==> config.mk <==
export PLATFORM = sky130hd
export DESIGN_NAME = shift_seq8
export DESIGN_NICKNAME = d
export VERILOG_FILES = /design/src/rtl/shift_pkg.sv /design/src/rtl/shift_stage8.sv /design/src/rtl/shift_seq8.sv
export SDC_FILE = /design/constraint.sdc
export NUM_CORES = 1
export LEC_CHECK = 0
export CAP_MARGIN = 40
export CORE_MARGIN = 2
export CORE_UTILIZATION = 50
export DETAILED_ROUTE_END_ITERATION = 10
export GPL_TIMING_DRIVEN = 0
export PLACE_DENSITY = 0.79
export SLEW_MARGIN = 30
export SYNTH_ARGS = -nofsm -noshare
export SYNTH_HDL_FRONTEND = slang
export SYNTH_SLANG_ARGS = --single-unit
==> constraint.sdc <==
create_clock -name clk -period 2.09 [get_ports clk]
set_clock_uncertainty 0.05 [all_clocks]
set_input_delay 0.418 -clock clk [delete_from_list [all_inputs] [get_ports clk]]
set_output_delay 0.418 -clock clk [all_outputs]
set_load 0.02 [all_outputs]
==> src/rtl/shift_pkg.sv <==
// rtl/shift_pkg.sv - shared encodings and constants for the sequential shift unit
//
// Purpose: op and FSM state encodings, operand width and per-cycle step limit,
// shared by shift_stage8 and shift_seq8.
package shift_pkg;

  localparam int WIDTH = 8;

  // Largest shift one stage pass can do (max value of a 2-bit shamt).
  localparam int MAX_STEP = 3;

  localparam logic [1:0] OP_LSR = 2'b00;
  localparam logic [1:0] OP_LSL = 2'b01;
  localparam logic [1:0] OP_ASR = 2'b10;
  localparam logic [1:0] OP_ROR = 2'b11;

  typedef enum logic [1:0] {
    ST_IDLE  = 2'b00,
    ST_SHIFT = 2'b01,
    ST_DONE  = 2'b10
  } state_e;

  // Positions to shift this cycle: the remaining count, capped at MAX_STEP.
  function automatic logic [1:0] step_of(input logic [2:0] rem);
    return (rem > 3'(MAX_STEP)) ? 2'(MAX_STEP) : rem[1:0];
  endfunction

endpackage

==> src/rtl/shift_stage8.sv <==
// rtl/shift_stage8.sv - combinational 8-bit shifter, shift by 0..3
//
// Purpose: one pass of the iterative shifter. Each output bit is a 4:1 mux
// indexed by shamt; each mux leg selects the bit that lands there for the
// current op.
// Ports:
//   d_in  [7:0] operand
//   op    [1:0] OP_LSR / OP_LSL / OP_ASR / OP_ROR
//   shamt [1:0] shift distance 0..3
//   d_out [7:0] shifted result
// Config: SHIFT_SEQ8_ROTATE_EN adds the rotate-right leg; without it op=11
// falls through to logical shift right.
module shift_stage8
  import shift_pkg::*;
(
  input  logic [WIDTH-1:0] d_in,
  input  logic [1:0]       op,
  input  logic [1:0]       shamt,
  output logic [WIDTH-1:0] d_out
);

  for (genvar i = 0; i < WIDTH; i++) begin : g_bit
    logic [3:0] leg;

    for (genvar k = 0; k < 4; k++) begin : g_leg
      logic lsr_b;
      logic lsl_b;
      logic asr_b;

      // Right shifts read from bit i+k; past the MSB, LSR fills zero and
      // ASR fills with the sign bit.
      if (i + k <= WIDTH - 1) begin : g_in_range_r
        assign lsr_b = d_in[i+k];
        assign asr_b = d_in[i+k];
      end else begin : g_fill_r
        assign lsr_b = 1'b0;
        assign asr_b = d_in[WIDTH-1];
      end

      if (i - k >= 0) begin : g_in_range_l
        assign lsl_b = d_in[i-k];
      end else begin : g_fill_l
        assign lsl_b = 1'b0;
      end

`ifdef SHIFT_SEQ8_ROTATE_EN
      logic ror_b;
      assign ror_b  = d_in[(i+k)%WIDTH];
      assign leg[k] = (op == OP_LSL) ? lsl_b :
                      (op == OP_ASR) ? asr_b :
                      (op == OP_ROR) ? ror_b : lsr_b;
`else
      assign leg[k] = (op == OP_LSL) ? lsl_b :
                      (op == OP_ASR) ? asr_b : lsr_b;
`endif
    end

    assign d_out[i] = leg[shamt];
  end

endmodule

==> src/rtl/shift_seq8.sv <==
// rtl/shift_seq8.sv - multi-cycle 8-bit shifter, up to 3 positions per cycle
//
// Purpose: latches an operand and a 0..7 shift amount, then runs it through
// shift_stage8 once per cycle until the requested amount is used up. The
// result sits in d_out with a one-cycle done pulse.
// Ports:
//   clk      rising-edge clock
//   reset_n  synchronous active-low reset
//   start    request, sampled only in IDLE
//   op[1:0]  00 LSR, 01 LSL, 10 ASR, 11 ROR (or LSR when rotate disabled)
//   amount   total shift 0..7
//   d_in     operand
//   busy     high in SHIFT and DONE
//   done     one-cycle result-valid pulse
//   d_out    result register
// Config: SHIFT_SEQ8_ROTATE_EN enables op=11 as rotate right (in shift_stage8).
module shift_seq8
  import shift_pkg::*;
(
  input  logic             clk,
  input  logic             reset_n,
  input  logic             start,
  input  logic [1:0]       op,
  input  logic [2:0]       amount,
  input  logic [WIDTH-1:0] d_in,
  output logic             busy,
  output logic             done,
  output logic [WIDTH-1:0] d_out
);

  state_e           state;
  logic [2:0]       rem;
  logic [1:0]       op_r;
  logic [1:0]       step;
  logic [2:0]       rem_next;
  logic [WIDTH-1:0] stage_out;

  assign step     = step_of(rem);
  assign rem_next = rem - {1'b0, step};

  shift_stage8 u_stage (
    .d_in  (d_out),
    .op    (op_r),
    .shamt (step),
    .d_out (stage_out)
  );

  // busy/done are registered alongside the state so they change on the same
  // edge as the state they describe.
  always_ff @(posedge clk) begin
    if (!reset_n) begin
      state <= ST_IDLE;
      busy  <= 1'b0;
      done  <= 1'b0;
      d_out <= '0;
      rem   <= '0;
      op_r  <= OP_LSR;
    end else begin
      case (state)
        ST_IDLE: begin
          if (start) begin
            d_out <= d_in;
            rem   <= amount;
            op_r  <= op;
            state <= ST_SHIFT;
            busy  <= 1'b1;
          end
        end
        // amount=0 still takes one pass here with step 0.
        ST_SHIFT: begin
          d_out <= stage_out;
          rem   <= rem_next;
          if (rem_next == 3'd0) begin
            state <= ST_DONE;
            done  <= 1'b1;
          end
        end
        ST_DONE: begin
          state <= ST_IDLE;
          busy  <= 1'b0;
          done  <= 1'b0;
        end
        default: begin
          state <= ST_IDLE;
          busy  <= 1'b0;
          done  <= 1'b0;
        end
      endcase
    end
  end

endmodule

==> results.tsv <==
metric	value	unit
postSynthAreaPerCell	7.71	sq um
status	finished, final reports clean	
cts_hold_buf	0	
dr.pass1.iters	5	
synth_chip_area	1200	sq um
synth_flops	17	
hold_viol	0	
die_x	53.0	um
max_slew_margin	73.1	%
post-route-min-period	1940	ps
holdCritPathClass	primary input to register	
crit_path_top_delay_cell	clkdlybuf4s50_1	
postSynthSeqShare	28.3	%
path_cells	clkdlybuf4s50_1	
io_buffers	24	
dp_slack	91.9	ps
dp_hpwl	2530	um
crit_required	1620	ps
post_cts_buffers	0	
antenna_cells	0	
cts_tree	done	
crit_type	register to output port	
cts.sinks	17	
leakagePower	0.000556	uW
clockBufferDepth	2	
n_fill_cell	186	
busiest_layer	met2	
syn-instance-count	156	
final_nets	202	
ff_type	dfxtp_1	
grt_antenna_before_repair	0	
cpPeakStageDelay	660	ps
ant_nets	0	
gp_congestion	0.972	
power	1150	uW
grt_max_degree	11	
clkTransAtPathRegs	110	ps
drc	0	
met1_usage	38.9	%
edf_count	0	
finalNonFillerCells	212	
warnings	26	
met2_usage	44.0	%
ys_cells	156	
die_h	53.0	um
met3_usage	3.67	%
peakVddDrop	569	uV
crit_cells	1	
async_flop_share	0	%
finalCritPeriodShare	93.0	%
holdPathStages	3	
drtIter0Drc	90	
-- kinds of logic (layout without fill, tap and decap cells) --
group	count (synthesis)	in the layout	synth area share, %
buffers and inverters	14	42	9.26
and+or+nand+nor	65	65	26.5
adders and majority gates	1	1	1.04
AOI/OAI and AO/OA	57	57	33.2
muxes	2	2	1.66
DFF	17	17	28.3
-- layout make-up --
| class | instances | area, sq um | area share, % |
|---|---|---|---|
| flip-flops and latches | 17 | 340 | 22.6 |
| inverters | 3 | 11.3 | 0.748 |
| plain buffers | 11 | 100 | 6.65 |
| repair buffers | 24 | 240 | 16.0 |
| clock inverters | 1 | 5.00 | 0.333 |
| well taps | 28 | 35.0 | 2.33 |
| multi-input cells | 125 | 751 | 49.9 |
| clock buffers | 3 | 22.5 | 1.50 |
-- worst min-delay path, cell delays in order --
cell      delay [ps]
clkbuf_8         140
o21ai_2           50
a31oi_1           30
-- cell usage after synthesis, types with 2 or more instances --
| cell | n | area (sq um) |
|---|---|---|
| buf_2 | 3 | 15.0 |
| nand2_1 | 25 | 93.8 |
| buf_6 | 5 | 56.3 |
| a31oi_1 | 6 | 37.5 |
| nor3_1 | 4 | 20.0 |
| a21oi_1 | 17 | 85.1 |
| o21ai_0 | 8 | 40.0 |
| nor4_1 | 2 | 12.5 |
| o21ai_1 | 2 | 10.0 |
| dfxtp_1 | 17 | 340 |
| o211ai_1 | 3 | 22.5 |
| nor2b_1 | 5 | 31.3 |
| nand3_1 | 3 | 15.0 |
| a21boi_0 | 2 | 15.0 |
| mux2i_1 | 2 | 20.0 |
| a211oi_1 | 3 | 22.5 |
| o22ai_1 | 2 | 12.5 |
| nand2b_1 | 2 | 12.5 |
| inv_1 | 3 | 11.3 |
| nor2_1 | 13 | 48.8 |
| buf_4 | 2 | 15.0 |
| nand3b_1 | 2 | 15.0 |
-- cell usage in the layout, fill, tap and decap left out, types with 4 or more instances in the layout --
cell | synthesis | layout
nand2_1 | 25 | 25
dfxtp_1 | 17 | 17
nor2_1 | 13 | 13
nor3_1 | 4 | 4
a21oi_1 | 17 | 17
a31oi_1 | 6 | 6
o21ai_0 | 8 | 8
nor2b_1 | 5 | 5
buf_6 | 5 | 5
clkdlybuf4s50_1 | 0 | 24
-- report_power, final --
part / switching [uW] / internal, uW
clock network: 120 / 71.4
logic: 292 / 232
registers: 62.1 / 372
total: 474 / 676
-- per-layer routing --
metal | routed length [um] | vias to the layer above
li1 | - | 619
met1 | 1560 | 599
met2 | 1600 | 85
met3 | 311 | 10
met4 | 45 | 0
met5 | 0 | -
-- metrics by stage --
stage / instance area, sq um / utilization, % / hold slack, ps
2_1_floorplan: 1200 / - / 424
3_3_place_gp: 1480 / 66.2 / 421
3_5_place_dp: 1480 / 66.2 / 421
4_1_cts: 1510 / 67.4 / 329
5_1_grt: 1510 / 67.4 / 335
6_report: 1510 / 67.4 / 328
-- final timing paths --
path,startpoint,to,slack [ps]
min,reset_n,d_out[0],330
max reg2reg,rem[0],done,280
max,d_out[3],d_out[3],150
min reg2reg,done,done,450
-- registers in the layout, indices dropped and copies added, names as in the netlist --
register and cells:
busy 1, d_out 8, done 1, op_r 2, rem 3, state 2
### Routed metal, one color a layer

(8 px per um)
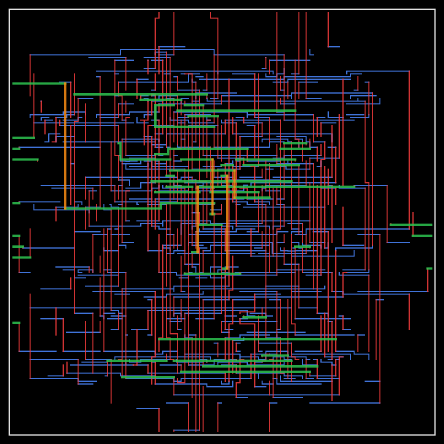
- blue: metal 1 (wire length 1560 um)
- green: metal 3 (wire length 312 um)
- orange: metal 4 (wire length 45.6 um)
- red: metal 2 (wire length 1600 um)
vias: 1313
routed wire length per instance: 16.6 um
GR Util All Layers: 27.9%

### Clock network drawn from the DEF

(4 px per um)
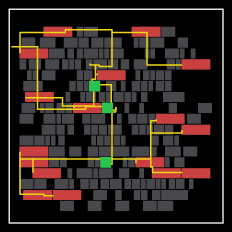
- yellow: clock wires (length 264 um)
- green: clock drivers (count 3)
- red: flip-flops (count 17)
- routed clock nets: 4
- flops lie: widely spread
clock network power share: 16.6%
clock-net power: 191 uW
Skew-Pair Late Insertion Delay: 300 ps

### A small window of the routed layout

Region (30, 3) to (50, 23) um. Cells in gray, sequential cells in the stronger gray; small squares are vias.
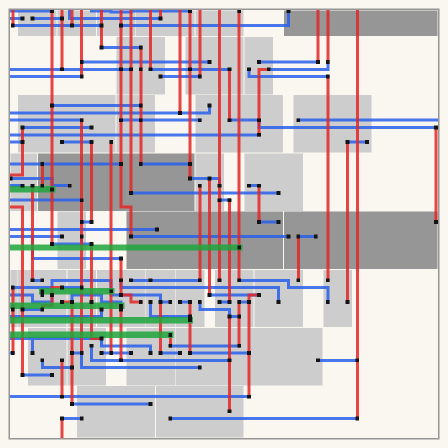
- blue: metal 1
- red: metal 2
- green: metal 3
- netlist names of flops here include: rem (3)
- sequential cells in the window: 3
- cells with their middle in the window: 28
- most frequent: nand2_1 (4)

Power is estimated from default activity; no workload was simulated.
